File: src/rtl/alu_issue_pkg.sv
// Shared types for the ALU issue stage: ALU operation encoding, RV32I opcode
// and funct constants, the decoded bundle that travels from decode into the
// ID/EX slot, and small helpers that assemble the RV32I immediates.
package alu_issue_pkg;

  typedef enum logic [1:0] {
    ALU_AND = 2'd0,
    ALU_OR  = 2'd1,
    ALU_ADD = 2'd2,
    ALU_SUB = 2'd3
  } alu_op_t;

  localparam logic [6:0] OPC_OP     = 7'b0110011;
  localparam logic [6:0] OPC_OP_IMM = 7'b0010011;
  localparam logic [6:0] OPC_LOAD   = 7'b0000011;
  localparam logic [6:0] OPC_STORE  = 7'b0100011;
  localparam logic [6:0] OPC_BRANCH = 7'b1100011;
  localparam logic [6:0] OPC_LUI    = 7'b0110111;
  localparam logic [6:0] OPC_AUIPC  = 7'b0010111;

  localparam logic [2:0] F3_ADD  = 3'b000;
  localparam logic [2:0] F3_OR   = 3'b110;
  localparam logic [2:0] F3_AND  = 3'b111;
  localparam logic [2:0] F3_WORD = 3'b010;
  localparam logic [2:0] F3_BEQ  = 3'b000;

  localparam logic [6:0] F7_BASE = 7'b0000000;
  localparam logic [6:0] F7_ALT  = 7'b0100000;

  // Everything execute needs for one instruction.
  typedef struct packed {
    alu_op_t     op;
    logic [31:0] left;
    logic [31:0] right;
    logic [31:0] imm;
    logic [31:0] store_data;
    logic [4:0]  rd;
    logic        reg_write;
    logic        is_branch;
    logic        is_load;
    logic        is_store;
    logic        illegal;
  } issue_bundle_t;

  // Bundle value seen after reset and used as the base for every decode.
  localparam issue_bundle_t BUNDLE_RESET = '{
    op:         ALU_ADD,
    left:       32'd0,
    right:      32'd0,
    imm:        32'd0,
    store_data: 32'd0,
    rd:         5'd0,
    reg_write:  1'b0,
    is_branch:  1'b0,
    is_load:    1'b0,
    is_store:   1'b0,
    illegal:    1'b0
  };

  // I-type immediate from instr[31:20].
  function automatic logic [31:0] imm_i(input logic [11:0] field);
    return {{20{field[11]}}, field};
  endfunction

  // S-type immediate from instr[31:25] and instr[11:7].
  function automatic logic [31:0] imm_s(input logic [6:0] hi, input logic [4:0] lo);
    return {{20{hi[6]}}, hi, lo};
  endfunction

  // B-type immediate from the same two fields, reshuffled and scaled by 2.
  function automatic logic [31:0] imm_b(input logic [6:0] hi, input logic [4:0] lo);
    return {{19{hi[6]}}, hi[6], lo[0], hi[5:0], lo[4:1], 1'b0};
  endfunction

  // U-type immediate from instr[31:12].
  function automatic logic [31:0] imm_u(input logic [19:0] field);
    return {field, 12'd0};
  endfunction

endpackage

File: src/rtl/alu_issue_alu_ctrl_decode.sv
// Purely combinational RV32I subset decoder: turns a fetched instruction plus
// its register-file read data into the bundle handed to the ALU.  Anything
// outside the supported subset comes out as an illegal bundle with zeroed
// operands so execute never acts on garbage.
module alu_ctrl_decode
  import alu_issue_pkg::*;
(
  input  logic [31:0]   instr_i,
  input  logic [31:0]   pc_i,
  input  logic [31:0]   rs1_data_i,
  input  logic [31:0]   rs2_data_i,
  output issue_bundle_t bundle_o
);

  logic [6:0] opcode;
  logic [2:0] funct3;
  logic [6:0] funct7;
  logic [4:0] rd_field;
  logic       legal;
  logic       writes_rd;

  assign opcode   = instr_i[6:0];
  assign funct3   = instr_i[14:12];
  assign funct7   = instr_i[31:25];
  assign rd_field = instr_i[11:7];

  // Select op, operands and flags per opcode, then apply illegal and x0 rules.
  always_comb begin
    bundle_o  = BUNDLE_RESET;
    legal     = 1'b1;
    writes_rd = 1'b0;

    case (opcode)
      OPC_OP: begin
        bundle_o.left  = rs1_data_i;
        bundle_o.right = rs2_data_i;
        writes_rd      = 1'b1;
        if (funct3 == F3_ADD && funct7 == F7_BASE) begin
          bundle_o.op = ALU_ADD;
        end else if (funct3 == F3_ADD && funct7 == F7_ALT) begin
          bundle_o.op = ALU_SUB;
        end else if (funct3 == F3_AND && funct7 == F7_BASE) begin
          bundle_o.op = ALU_AND;
        end else if (funct3 == F3_OR && funct7 == F7_BASE) begin
          bundle_o.op = ALU_OR;
        end else begin
          legal = 1'b0;
        end
      end

      OPC_OP_IMM: begin
        bundle_o.left  = rs1_data_i;
        bundle_o.right = imm_i(instr_i[31:20]);
        bundle_o.imm   = imm_i(instr_i[31:20]);
        writes_rd      = 1'b1;
        case (funct3)
          F3_ADD:  bundle_o.op = ALU_ADD;
          F3_AND:  bundle_o.op = ALU_AND;
          F3_OR:   bundle_o.op = ALU_OR;
          default: legal = 1'b0;
        endcase
      end

      OPC_LOAD: begin
        bundle_o.left    = rs1_data_i;
        bundle_o.right   = imm_i(instr_i[31:20]);
        bundle_o.imm     = imm_i(instr_i[31:20]);
        bundle_o.is_load = 1'b1;
        writes_rd        = 1'b1;
        legal            = (funct3 == F3_WORD);
      end

      OPC_STORE: begin
        bundle_o.left       = rs1_data_i;
        bundle_o.right      = imm_s(instr_i[31:25], instr_i[11:7]);
        bundle_o.imm        = imm_s(instr_i[31:25], instr_i[11:7]);
        bundle_o.store_data = rs2_data_i;
        bundle_o.is_store   = 1'b1;
        legal               = (funct3 == F3_WORD);
      end

      OPC_BRANCH: begin
        bundle_o.op        = ALU_SUB;
        bundle_o.left      = rs1_data_i;
        bundle_o.right     = rs2_data_i;
        bundle_o.imm       = imm_b(instr_i[31:25], instr_i[11:7]);
        bundle_o.is_branch = 1'b1;
        legal              = (funct3 == F3_BEQ);
      end

      OPC_LUI: begin
        bundle_o.right = imm_u(instr_i[31:12]);
        bundle_o.imm   = imm_u(instr_i[31:12]);
        writes_rd      = 1'b1;
      end

      OPC_AUIPC: begin
        bundle_o.left  = pc_i;
        bundle_o.right = imm_u(instr_i[31:12]);
        bundle_o.imm   = imm_u(instr_i[31:12]);
        writes_rd      = 1'b1;
      end

      default: legal = 1'b0;
    endcase

    if (!legal) begin
      bundle_o         = BUNDLE_RESET;
      bundle_o.illegal = 1'b1;
    end else if (writes_rd && rd_field != 5'd0) begin
      bundle_o.rd        = rd_field;
      bundle_o.reg_write = 1'b1;
    end
  end

endmodule

File: src/rtl/alu_issue.sv
// ID/EX issue slot in front of the ALU.  Decodes the incoming instruction and
// holds the result in a single registered slot with a valid/ready handshake.
// A flush empties the slot and drops whatever tried to enter alongside it;
// the counters record bundles actually handed to execute.
module alu_issue
  import alu_issue_pkg::*;
#(
  parameter int CNT_W = 16
) (
  input  logic             clk,
  input  logic             rst_n,
  input  logic             in_valid,
  output logic             in_ready,
  input  logic [31:0]      instr,
  input  logic [31:0]      pc,
  input  logic [31:0]      rs1_data,
  input  logic [31:0]      rs2_data,
  input  logic             flush,
  output logic             out_valid,
  input  logic             out_ready,
  output logic [31:0]      left_operand,
  output logic [31:0]      right_operand,
  output alu_op_t          alu_op,
  output logic [31:0]      imm,
  output logic [31:0]      store_data,
  output logic [4:0]       rd,
  output logic             reg_write,
  output logic             is_branch,
  output logic             is_load,
  output logic             is_store,
  output logic             illegal,
  output logic [CNT_W-1:0] issued_cnt,
  output logic [CNT_W-1:0] illegal_cnt
);

  issue_bundle_t    decoded;
  issue_bundle_t    slot_q, slot_d;
  logic             valid_q, valid_d;
  logic [CNT_W-1:0] issued_q, issued_d;
  logic [CNT_W-1:0] illegal_q, illegal_d;
  logic             accept;
  logic             handshake;

  alu_ctrl_decode u_decode (
    .instr_i    (instr),
    .pc_i       (pc),
    .rs1_data_i (rs1_data),
    .rs2_data_i (rs2_data),
    .bundle_o   (decoded)
  );

  // The slot can take a new bundle whenever it is empty or being drained.
  assign in_ready  = !valid_q || out_ready;
  assign accept    = in_valid && in_ready;
  assign handshake = valid_q && out_ready;

  // Next slot state: flush wins, then refill, then plain drain; data only
  // changes on a refill so a drained slot keeps showing its last bundle.
  always_comb begin
    valid_d   = valid_q;
    slot_d    = slot_q;
    issued_d  = issued_q;
    illegal_d = illegal_q;

    if (flush) begin
      valid_d = 1'b0;
    end else if (accept) begin
      valid_d = 1'b1;
      slot_d  = decoded;
    end else if (handshake) begin
      valid_d = 1'b0;
    end

    if (handshake) begin
      issued_d = issued_q + 1'b1;
      if (slot_q.illegal) begin
        illegal_d = illegal_q + 1'b1;
      end
    end
  end

  // Slot and counter registers, cleared asynchronously.
  always_ff @(posedge clk or negedge rst_n) begin
    if (!rst_n) begin
      valid_q   <= 1'b0;
      slot_q    <= BUNDLE_RESET;
      issued_q  <= '0;
      illegal_q <= '0;
    end else begin
      valid_q   <= valid_d;
      slot_q    <= slot_d;
      issued_q  <= issued_d;
      illegal_q <= illegal_d;
    end
  end

  assign out_valid     = valid_q;
  assign left_operand  = slot_q.left;
  assign right_operand = slot_q.right;
  assign alu_op        = slot_q.op;
  assign imm           = slot_q.imm;
  assign store_data    = slot_q.store_data;
  assign rd            = slot_q.rd;
  assign reg_write     = slot_q.reg_write;
  assign is_branch     = slot_q.is_branch;
  assign is_load       = slot_q.is_load;
  assign is_store      = slot_q.is_store;
  assign illegal       = slot_q.illegal;
  assign issued_cnt    = issued_q;
  assign illegal_cnt   = illegal_q;

endmodule

File: config.mk
export PLATFORM = sky130hd
export DESIGN_NAME = alu_issue
export DESIGN_NICKNAME = d
export VERILOG_FILES = /design/src/rtl/alu_issue_pkg.sv /design/src/rtl/alu_issue_alu_ctrl_decode.sv /design/src/rtl/alu_issue.sv
export SDC_FILE = /design/constraint.sdc
export NUM_CORES = 1
export LEC_CHECK = 0
export CORE_MARGIN = 2
export CORE_UTILIZATION = 41
export DETAILED_ROUTE_END_ITERATION = 12
export PLACE_DENSITY_LB_ADDON = 0.2
export SYNTH_ARGS = -nofsm -noshare
export SYNTH_HDL_FRONTEND = slang
export SYNTH_HIERARCHICAL = 1
export SYNTH_SLANG_ARGS = --single-unit
File: constraint.sdc
create_clock -name clk -period 1.5 [get_ports clk]
set_input_delay 0.15 -clock clk [delete_from_list [all_inputs] [get_ports clk]]
set_output_delay 0.15 -clock clk [all_outputs]
set_load 0.05 [all_outputs]
run_1/zoom.png
Region (100, 100) to (125, 125) um. Cells in grey, sequential cells in the stronger grey; small squares are vias.
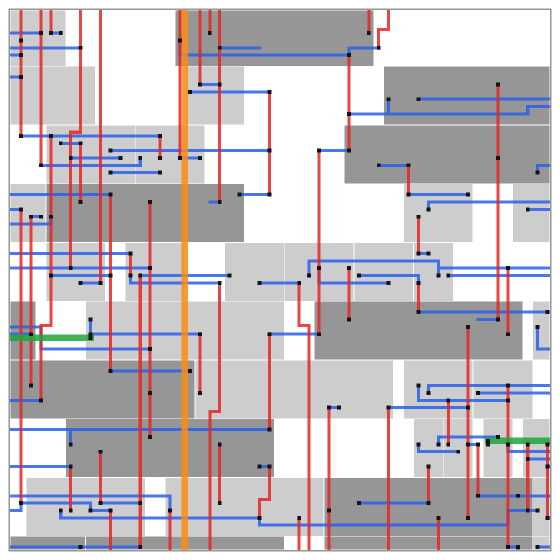
[red] met2
[orange] met4
[green] met3
[blue] met1
cells with their middle in the window: 30
netlist names of flops here include: illegal_cnt (4), left_operand (2)
most frequent: buf_4 (6), dfrtp_2 (5)
sequential cells in the window: 8

run_1/met1.png
Scale: 2 px per um.
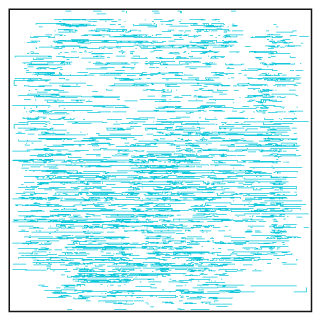
wire length on this layer: 12800 um
nets with wire on the layer: 1117
longest straight run: 45.1 um
main direction: horizontal
share of all routed wire: 43%

==> ci_impl_report.md, run 1 <==
### Flow metrics

| Metric | Value |
|---|---|
| Pin count of the biggest net entering global routing | 42 |
| Late-Pin Clk Latency | between 0.4 and 0.5 ns |
| Vias | 7794 |
| Share of layout cells above drive strength 1 | between 40% and 50% |
| Final hold viol count | 0 |
| CORE AREA | about 0.021 mm2 |
| Area Growth Syn to Fin | 61.8% |
| Hold Crit Class | in2reg |
| Reg2Reg Depth | 5 |
| Ys flop type | dfrtp_1 |
| CTS Buffer Depth | 2 |
| Violated checks | negative setup slack |
| Status | complete, but fails checks |
| WL final | ~30 mm |
| Async set-reset flop share out of synthesis | 100% |
| Hold Path Depth | 5 |
| Pwr Total | ~12 mW |
| Crit-path leading delay family | buffers and inverters |
| Fmax | 609 MHz |
| Final setup margin | -0.143 ns |
| WP buf/inv | 2 |
| Log Warnings | 29 |
| Final setup fails | between 100 and 150 |
| R2R Setup Slk | -0.14 ns |
| ANT nets after route | 0 |
| Largest stage delay, worst path | approximately 0.40 ns |
| Max Cap Viol | 0 |
| Capturing point of the worst reg2reg path | right_operand[8]$_DFFE_PN0P_ |
| Clock slew at reported path FFs | about 0.07 ns |
| Register share after synthesis | 49.3% |
| DR iter-0 viols | between 400 and 500 |
| Ys cells | 757 |
| Final worst path period share | 110% |
| Slowest CP cell | dfrtp_2 |
| Setup crit start kind | register |
| Die width | 150 um |
| Worst hold start | instr[14] |
run_1/gate_families.png
Scale: 2 px per um.
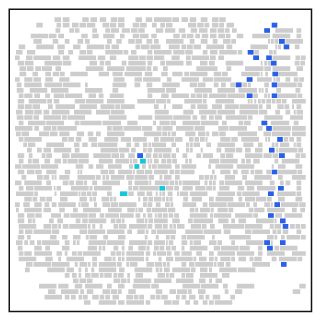
[cyan] AND-OR and OR-AND gates | cells: 4 | where: centre
[blue] XOR/XNOR gates | cells: 31 | where: a vertical strip on the right

run_1/final_congestion.png
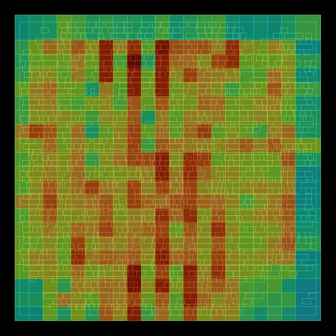
grt met2 use: 42.6%
met3 GRT Util: 6.64%
GRT Util Overall: 26.1%

run 1: report_power, final:
group	leakage [nW]	switching, mW	internal [mW]	total, mW
Clock	0.325	1.99	3.05	5.03
Sequential	2.37	0.171	4.81	4.98
Combinational	3.84	1.11	0.892	2.00
run 1: what timing repair did:
item                                   in CTS  in global routing
hold buffers                                1                  0
setup endpoints to repair                 141                147
gates cloned                                9                  1
pin swaps                                  21                 10
gates resized                             117                 62
buffers inserted                           24                  3
endpoints found under the hold margin      32                  0
run 1: worst max path at each step:
stage / from / end
floorplan: out_valid$_DFFE_PN0P_ / left_operand[0]$_DFFE_PN0P_
global placement: instr[14] / left_operand[31]$_DFFE_PN0P_
detailed placement: instr[14] / left_operand[27]$_DFFE_PN0P_
CTS: out_valid$_DFFE_PN0P_ / store_data[15]$_DFFE_PN0P_
global route: out_valid$_DFFE_PN0P_ / store_data[13]$_DFFE_PN0P_
finish: out_valid$_DFFE_PN0P_ / right_operand[8]$_DFFE_PN0P_
run 1: through the flow:
step	utilization, %	std cells	area (um2)	setup WS [ns]
finish	67.6	1441	14200	-0.143
global route	67.5	1438	14200	-0.188
CTS	66.6	1435	14000	-0.163
detailed placement	60.0	1369	12600	-1.02
global placement	60.0	1369	12600	-0.942
floorplan	-	757	8930	-0.209
run 1: cells in the mapped netlist, types with 2 or more instances:
cell type	instances	area, um2
and3_1	9	56.3
and4_1	4	35.0
buf_2	6	30.0
mux2_1	100	1130
nand3_1	14	70.1
nor2b_1	2	12.5
nand2_1	22	82.6
a21oi_1	80	400
a211oi_1	5	37.5
xnor2_1	25	219
a22oi_1	40	300
nor2_1	16	60.1
buf_1	2	7.51
ha_1	2	25.0
xor2_1	6	52.6
buf_4	12	90.1
nand4_1	4	25.0
dfrtp_1	172	4300
buf_6	4	45.0
clkbuf_1	38	143
or3_1	2	12.5
or3b_2	2	17.5
inv_1	8	30.0
a21oi_2	40	350
nand2b_1	4	25.0
mux2_2	41	462
o21ai_0	4	20.0
and2_1	33	206
nand3b_1	6	45.0
a21boi_0	6	45.0
nor3_1	7	35.0
a221oi_1	19	166
run 1: logic make-up (layout without fill, tap and decap cells):
| kind of cell | count (synthesis) | in the layout | share of synthesized area [%] |
|---|---|---|---|
| xor gates and xnor gates | 31 | 31 | 3.09 |
| other | 0 | 3 | 0 |
| DFF | 173 | 173 | 49.3 |
| adders and majority gates | 2 | 2 | 0.285 |
| muxes | 141 | 141 | 18.1 |
| buffers and inverters | 70 | 474 | 3.93 |
| AOI/OAI and AO/OA | 203 | 204 | 16.1 |
| and+or+nand+nor | 137 | 138 | 9.13 |
run 1: layer usage:
metal  vias up  track usage [%]  share of wire, %  wire (um)
li1       3575                -                 -          -
met3        34             6.64               7.3       2170
met1      3924             34.6                43      12800
met4         4             6.51               1.7        510
met2       257             42.6                48      14400
met5         -                0             0.090         27
run 1: registers in the layout, indices dropped and copies added (netlist names):
register / cells
is_load: 1
reg_write: 1
imm: 32
issued_cnt: 16
illegal: 1
left_operand: 32
is_branch: 1
store_data: 32
out_valid: 1
rd: 5
alu_op: 2
is_store: 1
right_operand: 32
illegal_cnt: 16
==> run 2, diff against run 1 <==
--- a/config.mk
+++ b/config.mk
@@ -9,6 +9,7 @@
 export CORE_UTILIZATION = 41
 export DETAILED_ROUTE_END_ITERATION = 12
 export PLACE_DENSITY_LB_ADDON = 0.2
+export SKIP_CTS_REPAIR_TIMING = 1
 export SYNTH_ARGS = -nofsm -noshare
 export SYNTH_HDL_FRONTEND = slang
 export SYNTH_HIERARCHICAL = 1
run_2/registers.png
Scale: 3 px per um. Other sequential cells in the stronger grey, the rest of the logic in the fainter grey.
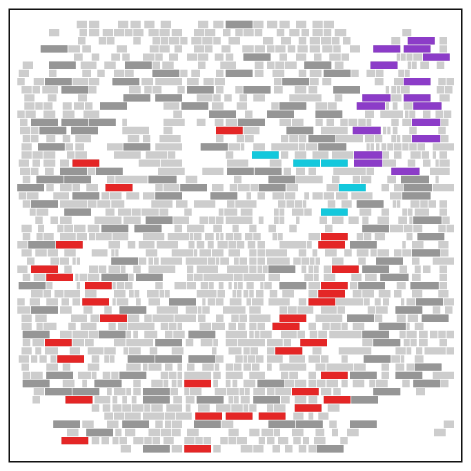
[cyan] rd | sequential cells: 5
[red] right_operand | sequential cells: 32
[purple] illegal_cnt | sequential cells: 16 | where: upper right
not coloured: 120

==> run 2 against run 1 <==
Effect of this change:
- the run still ends with negative setup slack left
- setup slack got worse by 0.054 ns
- flip-flop count is the same
- utilization decreased by 1.1 points
- synthesized cell count stayed put
- clock-buffer cell count unchanged
- sequential power about the same
- register-to-register slack got worse by 0.02 ns
- critical path type is now in2reg
- highest routed layer unchanged
==> ci_impl_report.md, run 2 <==
### Flow metrics

| Metric | Value |
|---|---|
| Max Cap Viol | 0 |
| Mux share | around 18% |
| Final worst path period share | 113% |
| Synth top area share | roughly half |
| DR iter-0 viols | approximately 340 |
| Final setup margin | -0.197 ns |
| Main logic family | multiplexers |
| DP Area | between 0.01 and 0.015 mm2 |
| Clock slew at reported path FFs | approximately 0.07 ns |
| Final setup fails | 137 |
| Status | complete, but fails checks |
| GRT Util Overall | 24.2% |
| Synth Area in Adders | 0.285% |
| CORE AREA | 0.0210 mm2 |
| Slowest CP cell | or4b_4 |
| Log Warnings | 28 |
| Vias | between 7000 and 8000 |
| Pin count of the biggest net entering global routing | roughly 42 |
| Violated checks | negative setup slack |
| Largest stage delay, worst path | roughly 0.56 ns |
| ANT nets after route | 0 |
| Setup crit start kind | input port |
| Hold Crit Class | in2async |
run 2: cell counts after synthesis:
Identical to the previous run, type by type.
run 2: final cells by class:
cell class	instances	area (um2)	area share, %
multi-input cells	516	4520	32.3
flip-flops and latches	173	4350	31.1
repair buffers	420	4050	29.0
clock buffers	18	439	3.14
well taps	275	344	2.46
clock inverters	14	226	1.62
inverters	8	30.0	0.215
diodes	4	10.0	0.0716
run 2: per-stage QoR:
| step | utilization (%) | std cells | worst slack [ns] | setup TNS, ns |
|---|---|---|---|---|
| finish | 66.5 | 1428 | -0.197 | -18.02 |
| global route | 66.4 | 1426 | -0.221 | -24.25 |
| CTS | 63.2 | 1401 | -0.539 | -56.78 |
| detailed placement | 60.0 | 1369 | -1.02 | -125.15 |
| global placement | 60.0 | 1369 | -0.942 | -121.00 |
| floorplan | - | 757 | -0.209 | -27.42 |
run 2: worst paths after layout:
check                      cells after the start                           end                       start
min                                            2    store_data[11]$_DFFE_PN0P_                       rst_n
max reg2reg                                    5  left_operand[27]$_DFFE_PN0P_       out_valid$_DFFE_PN0P_
min reg2reg                                    1    issued_cnt[15]$_DFFE_PN0P_  issued_cnt[15]$_DFFE_PN0P_
min in group clk                               5           imm[14]$_DFFE_PN0P_                   instr[14]
max                                            9    store_data[18]$_DFFE_PN0P_                   instr[12]
max in group asynchronous                      3           imm[28]$_DFFE_PN0P_                       rst_n
run 2: power by group:
group	total, mW	switching (mW)	internal (mW)
logic	1.95	1.09	0.867
clock network	5.03	1.99	3.05
registers	4.98	0.171	4.81
total	12.0	3.25	8.73
run 2: worst reg2reg max path, delay by kind of cell, from the launching register on:
| family | cells | cell delay [ns] |
|---|---|---|
| flops | 1 | 0.40 |
| mux | 1 | 0.36 |
| simple gates | 2 | 0.37 |
| buf+inv | 2 | 0.43 |
run 2: kinds of logic (layout without fill, tap and decap cells):
logic type,after synthesis,count (layout)
AND-OR/OR-AND,203,204
XOR/XNOR,31,31
adder cells (fa/ha/maj),2,2
buffers and inverters,70,460
flip-flops,173,173
multiplexers,141,141
other,0,4
AND/OR/NAND/NOR,137,138
run 2: routing by layer:
| layer | up-vias | part of all wire (%) | GRT usage [%] |
|---|---|---|---|
| li1 | 3540 | - | - |
| met1 | 3857 | 43 | 32.7 |
| met2 | 257 | 47 | 38.4 |
| met3 | 35 | 7.3 | 6.67 |
| met4 | 4 | 1.9 | 6.75 |
| met5 | - | 0.093 | 0 |
Power is estimated from default activity; no workload was simulated.
